## config.mk

```make
export PLATFORM = sky130hd
export DESIGN_NAME = spi_flash_resp
export DESIGN_NICKNAME = d
export VERILOG_FILES = /design/src/rtl/spi_flash_pkg.sv /design/src/rtl/spi_sync_edge.sv /design/src/rtl/spi_flash_resp.sv
export SDC_FILE = /design/constraint.sdc
export NUM_CORES = 1
export LEC_CHECK = 0
export ABC_AREA = 1
export ABC_CLOCK_PERIOD_IN_PS = 2700
export CAP_MARGIN = 15
export CORE_UTILIZATION = 25
export DETAILED_ROUTE_END_ITERATION = 8
export DONT_BUFFER_PORTS = 1
export HOLD_SLACK_MARGIN = 0.03
export PLACE_DENSITY = 0.42
export SLEW_MARGIN = 20
export SYNTH_ARGS = -nofsm -noshare
export SYNTH_HDL_FRONTEND = slang
export SYNTH_SLANG_ARGS = --single-unit
```

## constraint.sdc

```tcl
create_clock -name clk_i -period 2.7 [get_ports clk_i]
set_clock_uncertainty 0.1 [all_clocks]
set_input_delay 0.54 -clock clk_i [delete_from_list [all_inputs] [get_ports clk_i]]
set_output_delay 0.54 -clock clk_i [all_outputs]
set_load 0.02 [all_outputs]
```

## src/rtl/spi_flash_pkg.sv

```systemverilog
// Opcodes, FSM state encoding and status-register bit positions shared by the
// spi_flash_resp responder.
package spi_flash_pkg;

   localparam logic [7:0] OP_READ = 8'h03;
   localparam logic [7:0] OP_PP   = 8'h02;
   localparam logic [7:0] OP_SE   = 8'h20;
   localparam logic [7:0] OP_WREN = 8'h06;
   localparam logic [7:0] OP_WRDI = 8'h04;
   localparam logic [7:0] OP_RDSR = 8'h05;
   localparam logic [7:0] OP_RDID = 8'h9F;

   localparam int unsigned SR_WIP = 0;
   localparam int unsigned SR_WEL = 1;

   typedef enum logic [2:0] {
      StIdle,
      StCmd,
      StAddr,
      StRdData,
      StPpData,
      StTxFixed,
      StIgnore,
      StErase
   } state_e;

endpackage

```

## src/rtl/spi_sync_edge.sv

```systemverilog
// 2-FF synchronizer for an asynchronous input with rise/fall pulses derived from
// the synchronized value and its one-cycle-delayed copy.
module spi_sync_edge (
   input  logic clk_i,
   input  logic rstn_i,
   input  logic d_i,
   output logic rise_o,
   output logic fall_o
);

   logic meta_q, sync_q, prev_q;

   always_ff @(posedge clk_i or negedge rstn_i) begin
      if (!rstn_i) begin
         meta_q <= 1'b0;
         sync_q <= 1'b0;
         prev_q <= 1'b0;
      end else begin
         meta_q <= d_i;
         sync_q <= meta_q;
         prev_q <= sync_q;
      end
   end

   assign rise_o = sync_q & ~prev_q;
   assign fall_o = ~sync_q & prev_q;

endmodule

```

## src/rtl/spi_flash_resp.sv

```systemverilog
// SPI mode-0 serial NOR flash responder backed by a byte-wide synchronous RAM port.
// Define SPI_FLASH_RESP_ERASE_EN to enable 0x20 sector erase (4 KiB, 0xFF fill).
module spi_flash_resp
   import spi_flash_pkg::*;
#(
   parameter int unsigned ADDR_W   = 16,
   parameter logic [23:0] JEDEC_ID = 24'hEF4016
) (
   input  logic              clk_i,
   input  logic              rstn_i,
   input  logic              sck_i,
   input  logic              csn_i,
   input  logic              mosi_i,
   output logic              miso_o,
   output logic              miso_oe_o,
   output logic [ADDR_W-1:0] mem_addr_o,
   output logic [7:0]        mem_wdata_o,
   output logic              mem_we_o,
   output logic              mem_re_o,
   input  logic [7:0]        mem_rdata_i,
   output logic              busy_o
);

   logic sck_rise, sck_fall;
   logic csn_meta_q, csn_q, mosi_meta_q, mosi_q;

   state_e            state_q, state_d;
   logic [2:0]        bit_cnt_q, bit_cnt_d;
   logic [1:0]        byte_cnt_q, byte_cnt_d;
   logic [6:0]        shift_in_q, shift_in_d;
   logic [7:0]        shift_out_q, shift_out_d;
   logic              miso_q, miso_d;
   logic [7:0]        op_q, op_d;
   logic [ADDR_W-9:0] addr_sh_q, addr_sh_d;
   logic [ADDR_W-1:0] ptr_q, ptr_d;
   logic              wel_q, wel_d;
   logic [ADDR_W-1:0] mem_addr_q, mem_addr_d;
   logic [7:0]        mem_wdata_q, mem_wdata_d;
   logic              mem_we_q, mem_we_d, mem_re_q, mem_re_d, rd_cap_q, rd_cap_d;

   logic              wip;
   logic [7:0]        status, byte_in;
   logic [ADDR_W-1:0] addr_full;

`ifdef SPI_FLASH_RESP_ERASE_EN
   logic        wip_q, wip_d, se_pend_q, se_pend_d;
   logic [11:0] erase_cnt_q, erase_cnt_d;
   assign wip = wip_q;
`else
   assign wip = 1'b0;
`endif

   spi_sync_edge u_sck_sync (
      .clk_i  (clk_i),
      .rstn_i (rstn_i),
      .d_i    (sck_i),
      .rise_o (sck_rise),
      .fall_o (sck_fall)
   );

   always_ff @(posedge clk_i or negedge rstn_i) begin
      if (!rstn_i) begin
         csn_meta_q  <= 1'b1;
         csn_q       <= 1'b1;
         mosi_meta_q <= 1'b0;
         mosi_q      <= 1'b0;
      end else begin
         csn_meta_q  <= csn_i;
         csn_q       <= csn_meta_q;
         mosi_meta_q <= mosi_i;
         mosi_q      <= mosi_meta_q;
      end
   end

   assign byte_in   = {shift_in_q, mosi_q};
   assign addr_full = {addr_sh_q, byte_in};

   always_comb begin
      status         = 8'h00;
      status[SR_WIP] = wip;
      status[SR_WEL] = wel_q;
   end

   always_comb begin
      state_d     = state_q;
      bit_cnt_d   = bit_cnt_q;
      byte_cnt_d  = byte_cnt_q;
      shift_in_d  = shift_in_q;
      shift_out_d = shift_out_q;
      miso_d      = miso_q;
      op_d        = op_q;
      addr_sh_d   = addr_sh_q;
      ptr_d       = ptr_q;
      wel_d       = wel_q;
      mem_addr_d  = mem_addr_q;
      mem_wdata_d = mem_wdata_q;
      mem_we_d    = 1'b0;
      mem_re_d    = 1'b0;
      rd_cap_d    = mem_re_q;
`ifdef SPI_FLASH_RESP_ERASE_EN
      wip_d       = wip_q;
      se_pend_d   = se_pend_q;
      erase_cnt_d = erase_cnt_q;
`endif
      // RAM data is valid the cycle after the read strobe.
      if (rd_cap_q) shift_out_d = mem_rdata_i;

      case (state_q)
         StIdle: begin
            bit_cnt_d   = '0;
            shift_in_d  = '0;
            shift_out_d = '0;
            miso_d      = 1'b0;
            if (!csn_q) state_d = StCmd;
         end
`ifdef SPI_FLASH_RESP_ERASE_EN
         StErase: begin
            bit_cnt_d   = '0;
            shift_in_d  = '0;
            shift_out_d = '0;
            miso_d      = 1'b0;
            if (!csn_q) state_d = StCmd;
            else if (!wip_q) state_d = StIdle;
         end
`endif
         default: begin
            if (sck_fall) begin
               miso_d      = shift_out_q[7];
               shift_out_d = {shift_out_q[6:0], 1'b0};
            end
            if (sck_rise) begin
               shift_in_d = byte_in[6:0];
               bit_cnt_d  = bit_cnt_q + 3'd1;
               if (bit_cnt_q == 3'd7) begin
                  case (state_q)
                     StCmd: begin
                        op_d       = byte_in;
                        byte_cnt_d = '0;
                        state_d    = StIgnore;
                        if (!wip || byte_in == OP_RDSR) begin
                           case (byte_in)
                              OP_WREN: wel_d = 1'b1;
                              OP_WRDI: wel_d = 1'b0;
                              OP_RDSR: begin
                                 shift_out_d = status;
                                 state_d     = StTxFixed;
                              end
                              OP_RDID: begin
                                 shift_out_d = JEDEC_ID[23:16];
                                 byte_cnt_d  = 2'd1;
                                 state_d     = StTxFixed;
                              end
                              OP_READ, OP_PP: state_d = StAddr;
`ifdef SPI_FLASH_RESP_ERASE_EN
                              OP_SE: state_d = StAddr;
`endif
                              default: ;
                           endcase
                        end
                     end
                     StAddr: begin
                        addr_sh_d  = addr_full[ADDR_W-9:0];
                        byte_cnt_d = byte_cnt_q + 2'd1;
                        if (byte_cnt_q == 2'd2) begin
                           ptr_d = addr_full;
                           if (op_q == OP_READ) begin
                              mem_addr_d = addr_full;
                              mem_re_d   = 1'b1;
                              ptr_d      = addr_full + ADDR_W'(1);
                              state_d    = StRdData;
                           end else if (op_q == OP_PP) begin
                              state_d = wel_q ? StPpData : StIgnore;
                           end else begin
                              state_d = StIgnore;
`ifdef SPI_FLASH_RESP_ERASE_EN
                              se_pend_d = wel_q;
`endif
                           end
                        end
                     end
                     StRdData: begin
                        mem_addr_d = ptr_q;
                        mem_re_d   = 1'b1;
                        ptr_d      = ptr_q + ADDR_W'(1);
                     end
                     StPpData: begin
                        mem_we_d    = 1'b1;
                        mem_wdata_d = byte_in;
                        mem_addr_d  = ptr_q;
                        // Offset wraps inside the 256-byte page.
                        ptr_d       = {ptr_q[ADDR_W-1:8], ptr_q[7:0] + 8'd1};
                     end
                     StTxFixed: begin
                        if (op_q == OP_RDSR) begin
                           shift_out_d = status;
                        end else begin
                           case (byte_cnt_q)
                              2'd1:    shift_out_d = JEDEC_ID[15:8];
                              2'd2:    shift_out_d = JEDEC_ID[7:0];
                              default: shift_out_d = 8'h00;
                           endcase
                           if (byte_cnt_q != 2'd3) byte_cnt_d = byte_cnt_q + 2'd1;
                        end
                     end
                     default: ;
                  endcase
               end
            end
            // A byte completing in the same cycle is honoured before leaving.
            if (csn_q) begin
               state_d = StIdle;
               if (state_q == StPpData) wel_d = 1'b0;
`ifdef SPI_FLASH_RESP_ERASE_EN
               if (se_pend_d) begin
                  state_d     = StErase;
                  se_pend_d   = 1'b0;
                  wip_d       = 1'b1;
                  erase_cnt_d = '0;
               end
`endif
            end
         end
      endcase

`ifdef SPI_FLASH_RESP_ERASE_EN
      // Erase engine runs independently so RDSR can poll while it is active.
      if (wip_q) begin
         mem_we_d    = 1'b1;
         mem_wdata_d = 8'hFF;
         mem_addr_d  = {ptr_q[ADDR_W-1:12], erase_cnt_q};
         erase_cnt_d = erase_cnt_q + 12'd1;
         if (&erase_cnt_q) begin
            wip_d = 1'b0;
            wel_d = 1'b0;
         end
      end
`endif
   end

   always_ff @(posedge clk_i or negedge rstn_i) begin
      if (!rstn_i) begin
         state_q     <= StIdle;
         bit_cnt_q   <= '0;
         byte_cnt_q  <= '0;
         shift_in_q  <= '0;
         shift_out_q <= '0;
         miso_q      <= 1'b0;
         op_q        <= '0;
         addr_sh_q   <= '0;
         ptr_q       <= '0;
         wel_q       <= 1'b0;
         mem_addr_q  <= '0;
         mem_wdata_q <= '0;
         mem_we_q    <= 1'b0;
         mem_re_q    <= 1'b0;
         rd_cap_q    <= 1'b0;
`ifdef SPI_FLASH_RESP_ERASE_EN
         wip_q       <= 1'b0;
         se_pend_q   <= 1'b0;
         erase_cnt_q <= '0;
`endif
      end else begin
         state_q     <= state_d;
         bit_cnt_q   <= bit_cnt_d;
         byte_cnt_q  <= byte_cnt_d;
         shift_in_q  <= shift_in_d;
         shift_out_q <= shift_out_d;
         miso_q      <= miso_d;
         op_q        <= op_d;
         addr_sh_q   <= addr_sh_d;
         ptr_q       <= ptr_d;
         wel_q       <= wel_d;
         mem_addr_q  <= mem_addr_d;
         mem_wdata_q <= mem_wdata_d;
         mem_we_q    <= mem_we_d;
         mem_re_q    <= mem_re_d;
         rd_cap_q    <= rd_cap_d;
`ifdef SPI_FLASH_RESP_ERASE_EN
         wip_q       <= wip_d;
         se_pend_q   <= se_pend_d;
         erase_cnt_q <= erase_cnt_d;
`endif
      end
   end

   assign miso_o      = miso_q;
   assign miso_oe_o   = ~csn_q;
   assign mem_addr_o  = mem_addr_q;
   assign mem_wdata_o = mem_wdata_q;
   assign mem_we_o    = mem_we_q;
   assign mem_re_o    = mem_re_q;
   assign busy_o      = wip;

endmodule

```

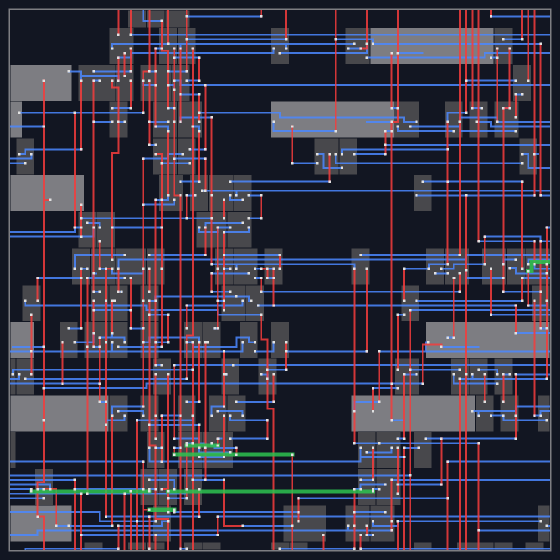
Figure 1: a small window of the routed layout.
Window x 52 to 92, y 81 to 121 um. Cells in gray, sequential cells in the stronger gray; small squares are vias.
Key: met1 = blue; met3 = green; met2 = red
101 logic cells have their middle in the window. Most frequent: nand2_1 (36), nor2_1 (20), nand3_1 (12). Netlist names of flops here include ptr_q (4), addr_sh_q (2). Sequential cells in the window: 6.

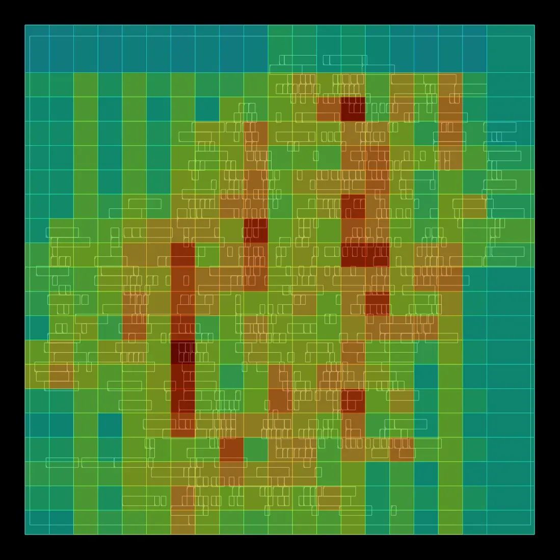
Figure 2: routing congestion map.
gr usage total: 14.8%
Routed WL per cell: 14.7 um
met2 Usage GRT: 22.0%

==> Changelog: implementation <==
## Implementation

* Worst setup SP type: flop
* # setup viols final at 0
* Combinational share of cell area at 43.0%
* Fmax at 469 MHz
* Tool Warnings at 33
* Lkg Pwr at 2.58 nW
* Max VDD drop at 301 uV
* Ys Warns at 0
* Bufs w/o clock at 7
* Initial antenna violation count at 0
* Design Area, Final at 5650 um^2
* P_clk at 1.28 mW
* Antenna Cells at 0
* Top cell area share at 43.8%
* Clk latency late pin at 0.36 ns
* Int Power at 2.33 mW
* Crit Reg-Reg Startpoint: bit_cnt_q[0]$_DFFE_PN0P_
* CP Max Fanout at 17
* Vias per cell at 4.67
* Rel. slew slack at 57.1%
* Failing checks: hold timing
* Post-cts sizing count at 0
* Final Hold Vio Count at 91
* H-tree level count at 3
* Num CTS Buffers at 9
* Filler cells at 2154
* Place WS at 0.574 ns
* MaxCap Viol Count at 0
* Width of the die at 145 um
* Layout clock buffer count at 11
* Final worst path period need at 2.13 ns
* Clk root buf: clkbuf_16
* Final hold slack at -0.228 ns
* TritonCTS clock tree: yes
* DR pass1 iterations at 5
* Clock share of power at 36.0%
* Status: finished with violations
* Floorplan Utilization at 25.8%
* Syn_nets at 730
* Top logic family: simple AND/OR/NAND/NOR gates
* Leading cell kind: logic gates
* Critical Path AT at 2.27 ns
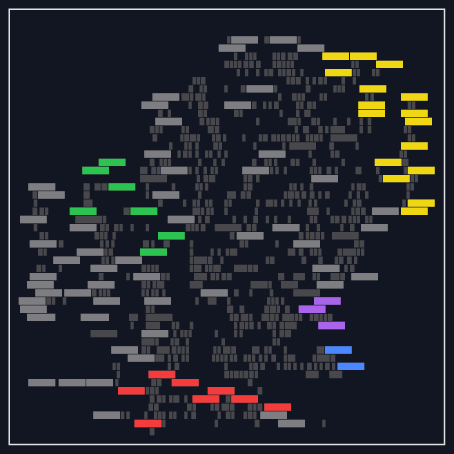
Figure 3: sequential cells colored by netlist name.
Drawn at 3 px/um. Other sequential cells in the stronger gray, the rest of the logic in the fainter gray.
Key: mem_addr_o = yellow [placed flops 16, where upper right]; state_q = purple [placed flops 3]; shift_out_q = red [placed flops 8, where bottom center]; shift_in_q = green [placed flops 7, where middle left]; byte_cnt_q = blue [placed flops 2]
fin util: 28.7%
flop share of the area: 40.3%

Power figures rest on the tool's default switching activity, not on a simulated workload.
